## config.mk

```make
export PLATFORM = sky130hd
export DESIGN_NAME = ipf_lcu_feeder
export DESIGN_NICKNAME = d
export VERILOG_FILES = /design/src/rtl/ipf_pkg.sv /design/src/rtl/ipf_lcu_addr_gen.sv /design/src/rtl/ipf_lcu_feeder.sv
export SDC_FILE = /design/constraint.sdc
export NUM_CORES = 1
export LEC_CHECK = 0
export CORE_MARGIN = 1
export CORE_UTILIZATION = 45
export CTS_CLUSTER_DIAMETER = 50
export DETAILED_ROUTE_END_ITERATION = 16
export PLACE_DENSITY = 0.83
export SYNTH_ARGS = -nofsm -noshare
export SYNTH_HDL_FRONTEND = slang
export SYNTH_SLANG_ARGS = --single-unit
export TNS_END_PERCENT = 100
```

## constraint.sdc

```tcl
create_clock -name clk -period 2.08 [get_ports clk]
set_input_delay 0.416 -clock clk [delete_from_list [all_inputs] [get_ports clk]]
set_output_delay 0.416 -clock clk [all_outputs]
set_load 0.1 [all_outputs]
```

## src/rtl/ipf_pkg.sv

```systemverilog
// Shared definitions for the LCU feeder: FSM encoding, LCU size decode,
// parameter-word layout and image geometry.
package ipf_pkg;

  localparam int IMG_W  = 128;
  localparam int IMG_AW = 14;
  localparam int PAR_W  = 24;

  localparam int PAR_TYPE_LSB = 22;
  localparam int PAR_BAND_LSB = 17;
  localparam int PAR_WO_BIT   = 16;
  localparam int PAR_OFF_LSB  = 0;

  typedef enum logic [2:0] {
    ST_IDLE   = 3'd0,
    ST_PREP   = 3'd1,
    ST_LOAD   = 3'd2,
    ST_STREAM = 3'd3,
    ST_GAP    = 3'd4,
    ST_DRAIN  = 3'd5,
    ST_DONE   = 3'd6
  } ipf_state_e;

  typedef enum logic [1:0] {
    SZ_16 = 2'd0,
    SZ_32 = 2'd1,
    SZ_64 = 2'd2
  } lcu_sz_e;

  typedef struct packed {
    logic [1:0]  typ;
    logic [4:0]  band_pos;
    logic        wo_class;
    logic [15:0] offset;
  } ipf_par_t;

  // Codes 2 and 3 both select 64x64.
  function automatic lcu_sz_e sz_decode(input logic [1:0] cfg);
    case (cfg)
      2'd0:    return SZ_16;
      2'd1:    return SZ_32;
      default: return SZ_64;
    endcase
  endfunction

  function automatic logic [5:0] sz_end(input lcu_sz_e sz);
    case (sz)
      SZ_16:   return 6'd15;
      SZ_32:   return 6'd31;
      default: return 6'd63;
    endcase
  endfunction

  function automatic logic [2:0] lcu_last(input lcu_sz_e sz);
    case (sz)
      SZ_16:   return 3'd7;
      SZ_32:   return 3'd3;
      default: return 3'd1;
    endcase
  endfunction

  function automatic ipf_par_t par_unpack(input logic [PAR_W-1:0] q);
    ipf_par_t p;
    p.typ      = q[PAR_TYPE_LSB +: 2];
    p.band_pos = q[PAR_BAND_LSB +: 5];
    p.wo_class = q[PAR_WO_BIT];
    p.offset   = q[PAR_OFF_LSB +: 16];
    return p;
  endfunction

endpackage

```

## src/rtl/ipf_lcu_addr_gen.sv

```systemverilog
// Pixel (col/row) and LCU (x/y) counters with raster image-address and
// parameter-table index packing for the selected LCU size.
module ipf_lcu_addr_gen
  import ipf_pkg::*;
(
  input  logic              clk,
  input  logic              reset,
  input  logic              clr,
  input  logic              pix_adv,
  input  logic              lcu_adv,
  input  lcu_sz_e           sz,
  output logic [2:0]        cnt_x,
  output logic [2:0]        cnt_y,
  output logic              last_pix,
  output logic              last_lcu,
  output logic [IMG_AW-1:0] img_addr,
  output logic [5:0]        par_addr
);

  logic [5:0] col_q, col_d, row_q, row_d;
  logic [2:0] x_q, x_d, y_q, y_d;
  logic [6:0] img_row, img_col;

  assign last_pix = (col_q == sz_end(sz)) && (row_q == sz_end(sz));
  assign last_lcu = (x_q == lcu_last(sz)) && (y_q == lcu_last(sz));
  assign cnt_x    = x_q;
  assign cnt_y    = y_q;

  always_comb begin
    col_d = col_q;
    row_d = row_q;
    x_d   = x_q;
    y_d   = y_q;
    if (clr) begin
      col_d = '0;
      row_d = '0;
      x_d   = '0;
      y_d   = '0;
    end else begin
      if (pix_adv) begin
        if (col_q == sz_end(sz)) begin
          col_d = '0;
          row_d = (row_q == sz_end(sz)) ? 6'd0 : row_q + 6'd1;
        end else begin
          col_d = col_q + 6'd1;
        end
      end
      if (lcu_adv) begin
        if (x_q == lcu_last(sz)) begin
          x_d = '0;
          y_d = (y_q == lcu_last(sz)) ? 3'd0 : y_q + 3'd1;
        end else begin
          x_d = x_q + 3'd1;
        end
      end
    end
  end

  // Size is a power of two, so the multiply-add collapses into bit concatenation.
  always_comb begin
    case (sz)
      SZ_16: begin
        img_row  = {y_q, row_q[3:0]};
        img_col  = {x_q, col_q[3:0]};
        par_addr = {y_q, x_q};
      end
      SZ_32: begin
        img_row  = {y_q[1:0], row_q[4:0]};
        img_col  = {x_q[1:0], col_q[4:0]};
        par_addr = {2'b00, y_q[1:0], x_q[1:0]};
      end
      default: begin
        img_row  = {y_q[0], row_q};
        img_col  = {x_q[0], col_q};
        par_addr = {4'b0000, y_q[0], x_q[0]};
      end
    endcase
    img_addr = {img_row, img_col};
  end

  always_ff @(posedge clk) begin
    if (reset) begin
      col_q <= '0;
      row_q <= '0;
      x_q   <= '0;
      y_q   <= '0;
    end else begin
      col_q <= col_d;
      row_q <= row_d;
      x_q   <= x_d;
      y_q   <= y_d;
    end
  end

endmodule

```

## src/rtl/ipf_lcu_feeder.sv

```systemverilog
// Streams a 128x128 image to the in-loop filter one LCU at a time, loading
// each LCU's filter parameters before its pixels and idling between LCUs.
module ipf_lcu_feeder
  import ipf_pkg::*;
#(
  parameter int GAP_CYCLES = 2
) (
  input  logic              clk,
  input  logic              reset,
  input  logic              start,
  input  logic [1:0]        cfg_lcu_size,
  output logic              img_rd,
  output logic [IMG_AW-1:0] img_addr,
  input  logic [7:0]        img_q,
  output logic [5:0]        par_addr,
  input  logic [PAR_W-1:0]  par_q,
  input  logic              busy,
  input  logic              finish,
  output logic              in_en,
  output logic [7:0]        din,
  output logic [1:0]        ipf_type,
  output logic [4:0]        ipf_band_pos,
  output logic              ipf_wo_class,
  output logic [15:0]       ipf_offset,
  output logic [2:0]        lcu_x,
  output logic [2:0]        lcu_y,
  output logic [1:0]        lcu_size,
  output logic              done
);

  ipf_state_e state_q, state_d;
  lcu_sz_e    sz_q, sz_d;
  ipf_par_t   ipf_q, ipf_d;
  logic [3:0] gap_q, gap_d;
  logic [2:0] lx_q, lx_d, ly_q, ly_d;
  logic       in_en_q, in_en_d, done_q, done_d;
  logic       ctr_clr, lcu_adv;
  logic [2:0] cnt_x, cnt_y;
  logic       last_pix, last_lcu;

  // The read strobe must react to busy in the same cycle, so it is the one
  // output decoded combinationally from state.
  assign img_rd = (state_q == ST_STREAM) && !busy;

  ipf_lcu_addr_gen u_addr (
    .clk      (clk),
    .reset    (reset),
    .clr      (ctr_clr),
    .pix_adv  (img_rd),
    .lcu_adv  (lcu_adv),
    .sz       (sz_q),
    .cnt_x    (cnt_x),
    .cnt_y    (cnt_y),
    .last_pix (last_pix),
    .last_lcu (last_lcu),
    .img_addr (img_addr),
    .par_addr (par_addr)
  );

  always_comb begin
    state_d = state_q;
    sz_d    = sz_q;
    ipf_d   = ipf_q;
    gap_d   = gap_q;
    lx_d    = lx_q;
    ly_d    = ly_q;
    in_en_d = img_rd;
    done_d  = 1'b0;
    ctr_clr = 1'b0;
    lcu_adv = 1'b0;
    case (state_q)
      ST_IDLE: begin
        if (start) begin
          sz_d    = sz_decode(cfg_lcu_size);
          ctr_clr = 1'b1;
          state_d = ST_PREP;
        end
      end
      ST_PREP: state_d = ST_LOAD;
      ST_LOAD: begin
        ipf_d   = par_unpack(par_q);
        lx_d    = cnt_x;
        ly_d    = cnt_y;
        state_d = ST_STREAM;
      end
      ST_STREAM: begin
        if (img_rd && last_pix) begin
          gap_d   = '0;
          state_d = ST_GAP;
        end
      end
      ST_GAP: begin
        if (gap_q == 4'(GAP_CYCLES - 1)) begin
          if (last_lcu) begin
            state_d = ST_DRAIN;
          end else begin
            lcu_adv = 1'b1;
            state_d = ST_PREP;
          end
        end else begin
          gap_d = gap_q + 4'd1;
        end
      end
      ST_DRAIN: begin
        if (finish) begin
          done_d  = 1'b1;
          state_d = ST_DONE;
        end
      end
      ST_DONE: begin
        ctr_clr = 1'b1;
        state_d = ST_IDLE;
      end
      default: state_d = ST_IDLE;
    endcase
  end

  always_ff @(posedge clk) begin
    if (reset) begin
      state_q <= ST_IDLE;
      sz_q    <= SZ_16;
      ipf_q   <= '0;
      gap_q   <= '0;
      lx_q    <= '0;
      ly_q    <= '0;
      in_en_q <= 1'b0;
      done_q  <= 1'b0;
    end else begin
      state_q <= state_d;
      sz_q    <= sz_d;
      ipf_q   <= ipf_d;
      gap_q   <= gap_d;
      lx_q    <= lx_d;
      ly_q    <= ly_d;
      in_en_q <= in_en_d;
      done_q  <= done_d;
    end
  end

  // Read data arrives the cycle after the strobe, so it passes straight through.
  assign in_en        = in_en_q;
  assign din          = in_en_q ? img_q : 8'd0;
  assign ipf_type     = ipf_q.typ;
  assign ipf_band_pos = ipf_q.band_pos;
  assign ipf_wo_class = ipf_q.wo_class;
  assign ipf_offset   = ipf_q.offset;
  assign lcu_x        = lx_q;
  assign lcu_y        = ly_q;
  assign lcu_size     = sz_q;
  assign done         = done_q;

endmodule

```

==> impl_metrics.tcl, run 1 <==
# implementation run metrics
set metrics [dict create \
    achievable-frequency_mhz 497 \
    wl_met3_microns 455 \
    outcome "complete, no violations" \
    seq_power_mw 1.20 \
    synth_area_leader_cell "dfxtp_1" \
    rr_worst_depth 6 \
    layout_min_cycle_time_ns 2.01 \
    synth_seq_share 0.414 \
    endpoint_kind "output port" \
    number_of_fill_cells 463 \
    clock_tree.htree_level_count 3 \
    synthesis.nets 388 \
    commonest_cells_after_routing_fill_and_taps_aside "73 x nand2_1, 56 x dfxtp_1, 56 x buf_4, 42 x a21oi_1, 38 x clkdlybuf4s50_1" \
    setup_total_negative_slack_ns 0 \
    compound_area_frac 0.118 \
    combPwrFrac 0.199 \
    fin_area_sq_um 4290 \
    number_of_cells_in_yosys_stat 343 \
    synth_top_cell_by_count "nand2_1" \
    endpoint "img_rd" \
    drt-initial-drc-count 152 \
    n_all_inverters 6 \
    internal_power_mw 1.78 \
    detailedRoute.firstPassIterationCount 4 \
    hold-path-endpoint "ipf_wo_class" \
    post_synth_instance_area_sq_um 2850 \
    whs_ns 0.455 \
    share_clk_of_total_power 0.345 \
    sw_frac_of_total 0.321 \
    top_logic_kind "simple AND/OR/NAND/NOR gates" \
    comb_cells 250 \
    globalRouteTotalUtil 0.226 \
    fp_util 0.473 \
    pre_cts_ws_ns -0.00580 \
    worst_hold_path_type "register to register" \
    first_global_vias 2570 \
    viasPerCell 5.16 \
    grt_pass1_wl_microns 11400 \
    ys_sh_adder 0.0263 \
    critical_path_cell_count 5 \
    met2RoutedLength_microns 3450 \
    slew_limit_headroom 0.715 \
    worst_pin_slew_ns 0.422 \
    simple_gate_share 0.276 \
    cp_cell_sequence "clkdlybuf4s50_1, nand4bb_4, buf_4, inv_1, buf_12" \
    area_leaders "dfxtp_1 41%, nand2_1 9.6%, a21oi_1 7.4%" \
    worst_r2r_startpoint "u_addr.col_q[0]" \
    finClkSkew_ns 0.00612 \
    floorplan.die.width_microns 81.6 \
    synth-xor-area-share 0.0491 \
    timing.critical_path.from_type "input pin" \
    cts_tree "done" \
    synth_warnings 0 \
    synth_cells 343 \
    place.detailed.hpwl_microns 5070 \
    antenna-diode-count 0 \
    hp-start "ipf_wo_class" \
    critPathSlowestCell "clkdlybuf4s50_1" \
    initial_antenna_violation_count 0 \
    register_area_sq_um 1190 \
    finalSetupViolCount 0 \
    top_layout_cell "nand2_1" \
    worst_setup_hold_path_clk_slew_ns 0.06 \
    m1WireLength_microns 3000 \
    drt_drc 0 \
    synth_chip_area_sq_um 2850 \
    route.detailed.wl_per_inst_microns 13.5 \
    io_buf_count 101 \
    holdPathStages 2 \
    ctsLongestPathBuffers 2 \
]
**Run 1: met1 routing**

Bar = 20 microns. Supply wires on this layer in gray.
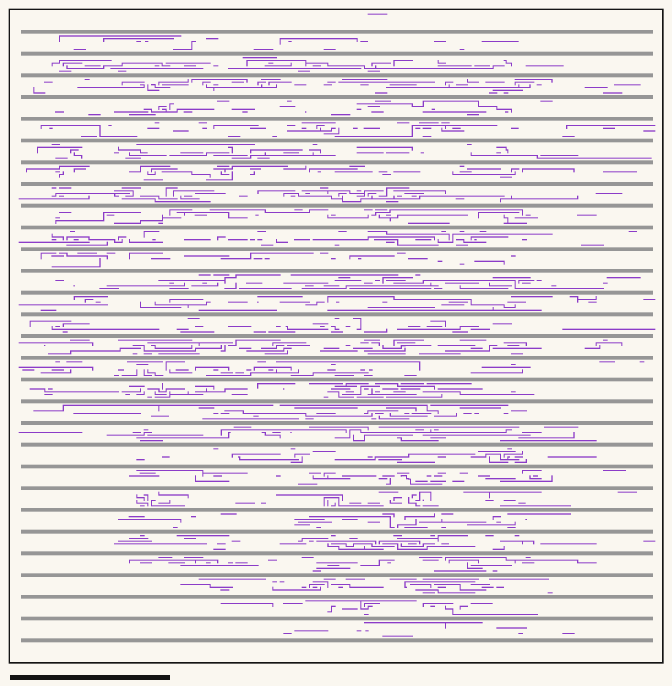
main direction: horizontal
nets with wire on the layer: 403
longest straight run: 26.7 microns
share of all routed wire: 43%
grt met1 use: 0.269
WL final: 7040 microns

**Run 1: the metal 2 layer**

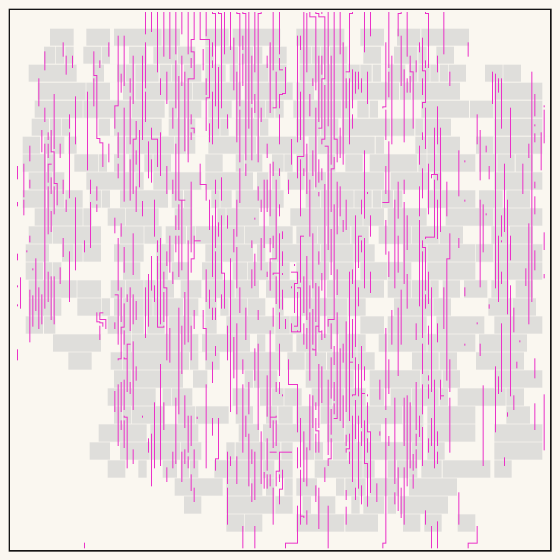
longest straight run: 34.7 microns
main direction: vertical
GR Util met2: 0.378
Via Count: 2,694

**Run 1: signal wires on met3**

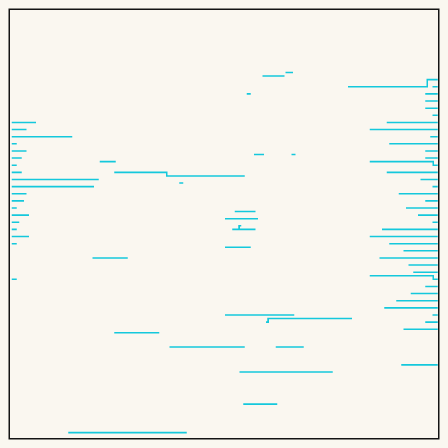
longest straight run: 22.3 microns
wire length on this layer: 455 microns
met3 usage in global routing: 0.0544

**Run 1: metal 4**

Bar = 20 microns. Supply wires on this layer in gray.
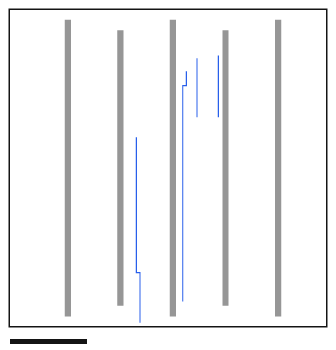
longest straight run: 55.6 microns
nets with wire on the layer: 4

--- run 2 (diff from run 1) ---
CTS_BUF_LIST = sky130_fd_sc_hd__clkbuf_4 sky130_fd_sc_hd__clkbuf_8 sky130_fd_sc_hd__clkbuf_16   (was default)
**Run 2: metal 4**

Bar = 20 microns. Supply wires on this layer in gray.
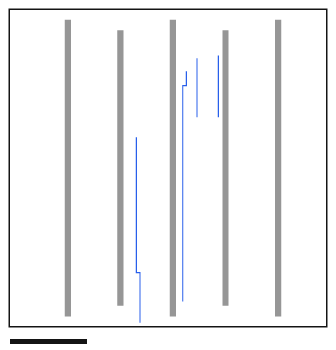
longest straight run: 55.6 microns
share of all routed wire: 2.0%

**Run 2: met1 routing**

Bar = 20 microns. Supply wires on this layer in gray.
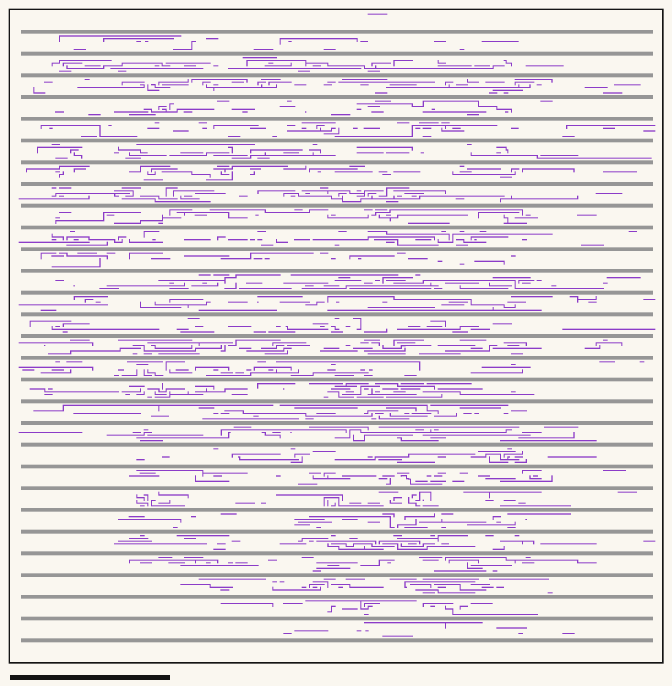

**Run 2: the metal 2 layer**

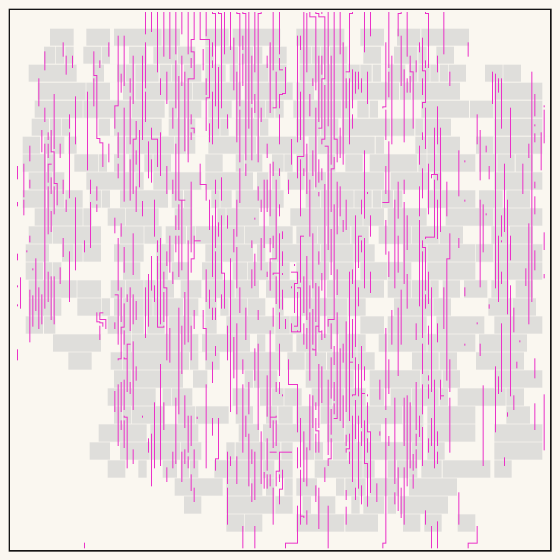
share of all routed wire: 49%
longest straight run: 34.7 microns
main direction: vertical
wire length on this layer: 3,450 microns

==> run 2 against run 1 <==
Net effect:
- synthesized area unchanged
- wire length unchanged
- combinational power about the same
- clock power about the same
- via count unchanged
- clock skew unchanged
- register-to-register slack about the same
- worst hold slack unchanged
- core utilization unchanged
- sequential share of layout area unchanged
- worst setup slack unchanged
- largest cell class unchanged
- fmax unchanged
- largest power group unchanged
==> impl_metrics.tcl, run 2 <==
# implementation run metrics
set metrics [dict create \
    critical_path_cell_count 5 \
    synth_chip_area_sq_um 2850 \
    finalSetupViolCount 0 \
    antenna-diode-count 0 \
    grt_util_met2 0.378 \
    slew_limit_headroom 0.715 \
    whs_ns 0.455 \
    hp-start "ipf_wo_class" \
    viasPerCell 5.16 \
    initial_antenna_violation_count 0 \
    synth_area_leader_cell "dfxtp_1" \
    io_buf_count 101 \
    cp_num_buf_inv 4 \
    comb_cells 250 \
    drt_drc 0 \
    synth_top_cell_by_count "nand2_1" \
    compound_area_frac 0.118 \
    simple_gate_share 0.276 \
    number_of_cells_in_yosys_stat 343 \
    m1WireLength_microns 3000 \
    outcome "complete, no violations" \
    share_clk_of_total_power 0.345 \
    finClkSkew_ns 0.00612 \
    seq_power_mw 1.20 \
    fin_area_sq_um 4290 \
    drt-initial-drc-count 152 \
    detailedRoute.firstPassIterationCount 4 \
    n_all_inverters 6 \
    globalRouteTotalUtil 0.226 \
    routed_wirelength_microns 7040 \
    rr_worst_depth 6 \
    worst_hold_path_type "register to register" \
    sw_frac_of_total 0.321 \
    pre_cts_ws_ns -0.00580 \
    achievable-frequency_mhz 497 \
    ctsLongestPathBuffers 2 \
    chip_area_sq_um 6660 \
    synthesis.nets 388 \
    place.detailed.hpwl_microns 5070 \
    internal_power_mw 1.78 \
    synth-xor-area-share 0.0491 \
    setup_total_negative_slack_ns 0 \
    cts-root-buf "clkbuf_8" \
    postCtsResizedCells 0 \
    wl_met3_microns 455 \
    vdd_ir_drop_max_mv 0.574 \
    p_sw_mw 0.844 \
    yosys_register_bits 59 \
    route.top_layer_used "met4" \
    register_area_sq_um 1190 \
    worst-r2r-setup-slack_ns 0.32 \
    worst_pin_slew_ns 0.422 \
    first_global_vias 2570 \
    number_of_fill_cells 463 \
    holdPathStages 2 \
    critPathSlowestCell "clkdlybuf4s50_1" \
    cts_tree "done" \
    top_layout_cell "nand2_1" \
    top_logic_kind "simple AND/OR/NAND/NOR gates" \
    layout_min_cycle_time_ns 2.01 \
    grt_pass1_wl_microns 11400 \
    floorplan.die.width_microns 81.6 \
    worst-setup-path-type "input pin to output port" \
    combPwrFrac 0.199 \
    endpoint "img_rd" \
    post_synth_instance_area_sq_um 2850 \
    synth_warnings 0 \
    hold-path-endpoint "ipf_wo_class" \
    grt_use_met3 0.0544 \
    synth_cells 343 \
    insertion_delay_ns 0.33 \
    cp_cell_sequence "clkdlybuf4s50_1, nand4bb_4, buf_4, inv_1, buf_12" \
    area_leaders "dfxtp_1 41%, nand2_1 9.6%, a21oi_1 7.4%" \
    num-nonclk-buffers 117 \
    met2RoutedLength_microns 3450 \
    ys_sh_adder 0.0263 \
    endpoint_kind "output port" \
    clock_net_power_mw 0.906 \
    commonest_cells_after_routing_fill_and_taps_aside "73 x nand2_1, 56 x dfxtp_1, 56 x buf_4, 42 x a21oi_1, 38 x clkdlybuf4s50_1" \
    proportion_of_power_drawn_by_flip_flops_and_latches 0.456 \
    postSynth.topFlopCell "dfxtp_1" \
    worst_r2r_endpoint "u_addr.row_q[5]" \
    clock_tree.htree_level_count 3 \
    synth_seq_share 0.414 \
    worst_r2r_startpoint "u_addr.col_q[0]" \
    worst_setup_hold_path_clk_slew_ns 0.06 \
    fp_util 0.473 \
    grt.met1_usage 0.269 \
    vias 2694 \
    route.detailed.wl_per_inst_microns 13.5 \
    cpLargestDelayFamily "buffers and inverters" \
    timing.critical_path.from_type "input pin" \
]
**Run 2: routing congestion map**

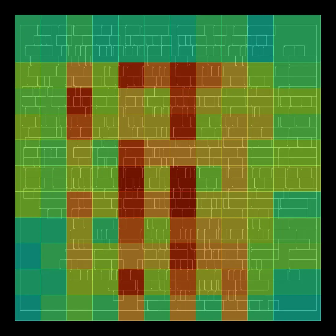

--- run 3 (diff from run 2) ---
ABC_CLOCK_PERIOD_IN_PS = 2080   (was default)
CORE_ASPECT_RATIO = 0.5   (was default)
CORE_UTILIZATION = 46   (was 45)
CTS_BUF_LIST = sky130_fd_sc_hd__clkbuf_8   (was sky130_fd_sc_hd__clkbuf_4 sky130_fd_sc_hd__clkbuf_8 sky130_fd_sc_hd__clkbuf_16)
PLACE_DENSITY = 0.85   (was 0.83)
**Run 3: routing congestion map**

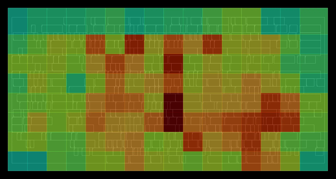
grt peak-use layer: met2
grt met1 use: 0.287
Global Route Usage Sum: 0.243
GR Util met2: 0.427

**Run 3: cells colored by class**

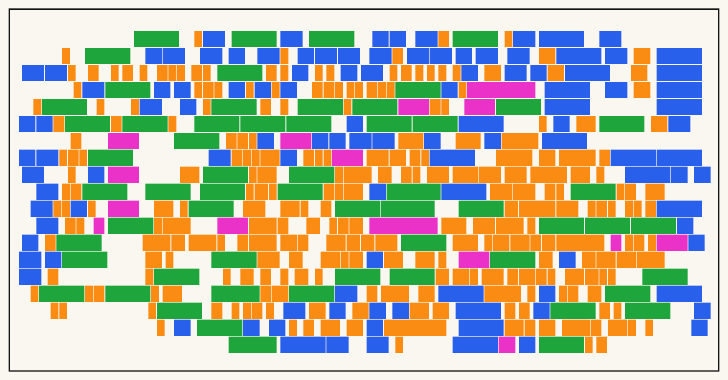
[magenta] clock drivers and dummy loads | cells: 15 | share of their area: 5.1%
[orange] all other logic | cells: 256 | share of their area: 38%
[green] flip-flops | cells: 59 | share of their area: 28%
[blue] other buffers and delay cells | cells: 112 | share of their area: 29%
utilization after layout: 0.754
Row Count: 19
fraction of area in registers: 0.276
area of the core: 5730 sq um

==> run 3 against run 2 <==
Net effect:
- total power grew 8.6%
- register-to-register slack worse by 0.10 ns
- synthesized area unchanged
- final area up 0.61%
- synthesized cell count unchanged
- via count is 0.37% higher
- non-clock buffer count decreased by 5
- sequential power about the same
- sequential share of layout area shrank 0.14 points
- global-route usage grew 1.8 points
- fmax about the same
==> impl_metrics.tcl, run 3 <==
# implementation run metrics
set metrics [dict create \
    worst_hold_path_type "register to register" \
    floorplan.die.width_microns 113 \
    met2RoutedLength_microns 3850 \
    viasPerCell 5.14 \
    area_leaders "dfxtp_1 41%, nand2_1 9.6%, a21oi_1 7.4%" \
    synth_area_leader_cell "dfxtp_1" \
    synth_chip_area_sq_um 2850 \
    route.top_layer_used "met4" \
    critPathSlowestCell "clkdlybuf4s50_1" \
    rr_worst_depth 6 \
    synth_top_cell_by_count "nand2_1" \
    ys_sh_adder 0.0263 \
    route.detailed.wl_per_inst_microns 14.2 \
    chip_area_sq_um 6540 \
    synthesis.nets 388 \
    share_clk_of_total_power 0.396 \
    achievable-frequency_mhz 497 \
    worst-setup-path-type "input pin to output port" \
    postSynth.topFlopCell "dfxtp_1" \
    drt_drc 0 \
    compound_area_frac 0.118 \
    comb_cells 250 \
    yosys_register_bits 59 \
    holdPathStages 2 \
    top_layout_cell "nand2_1" \
    cpLargestDelayFamily "buffers and inverters" \
    critical_path_cell_count 5 \
    postCtsResizedCells 1 \
    top_logic_kind "simple AND/OR/NAND/NOR gates" \
    ctsLongestPathBuffers 2 \
    finClkSkew_ns 0.00828 \
    cp_cell_sequence "clkdlybuf4s50_1, nand4bb_4, buf_4, inv_1, buf_12" \
    combPwrFrac 0.182 \
    drt-initial-drc-count 181 \
    worst_pin_slew_ns 0.464 \
    setup_total_negative_slack_ns 0 \
    worst-r2r-setup-slack_ns 0.22 \
    m1WireLength_microns 3110 \
    grt_use_met3 0.0774 \
    cp_num_buf_inv 4 \
    first_global_vias 2580 \
    num-nonclk-buffers 112 \
    synth-xor-area-share 0.0491 \
    cts-root-buf "clkbuf_8" \
    place.detailed.hpwl_microns 5510 \
    insertion_delay_ns 0.33 \
    vdd_ir_drop_max_mv 0.557 \
    synth_seq_share 0.414 \
    worst_setup_hold_path_clk_slew_ns 0.07 \
    grt_pass1_wl_microns 12300 \
    n_all_inverters 6 \
    pre_cts_ws_ns -0.0276 \
    register_area_sq_um 1190 \
    p_sw_mw 0.827 \
    proportion_of_power_drawn_by_flip_flops_and_latches 0.422 \
    outcome "complete, no violations" \
    fin_area_sq_um 4320 \
    endpoint "img_rd" \
    simple_gate_share 0.276 \
    internal_power_mw 2.03 \
    hp-start "lcu_x[1]" \
    clock_net_power_mw 1.13 \
    number_of_fill_cells 397 \
    layout_min_cycle_time_ns 2.01 \
    synth_cells 343 \
    clock_tree.htree_level_count 3 \
    worst_r2r_endpoint "u_addr.row_q[5]" \
    synth_warnings 0 \
    wl_met3_microns 383 \
    initial_antenna_violation_count 0 \
    finalSetupViolCount 0 \
    post_synth_instance_area_sq_um 2850 \
    slew_limit_headroom 0.689 \
    number_of_cells_in_yosys_stat 343 \
    commonest_cells_after_routing_fill_and_taps_aside "73 x nand2_1, 55 x dfxtp_1, 51 x buf_4, 42 x a21oi_1, 38 x clkdlybuf4s50_1" \
    detailedRoute.firstPassIterationCount 4 \
    cts_tree "done" \
    fp_util 0.498 \
]
**Run 3: the metal 2 layer**

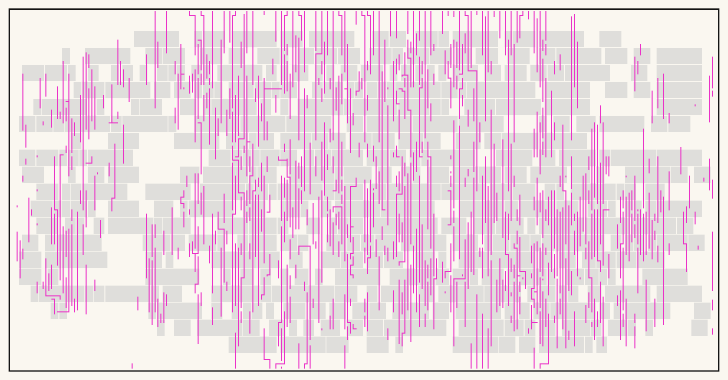
wire length on this layer: 3,850 microns
main direction: vertical
Via Count: 2,704
WL final: 7470 microns

Power figures rest on the tool's default switching activity, not on a simulated workload.
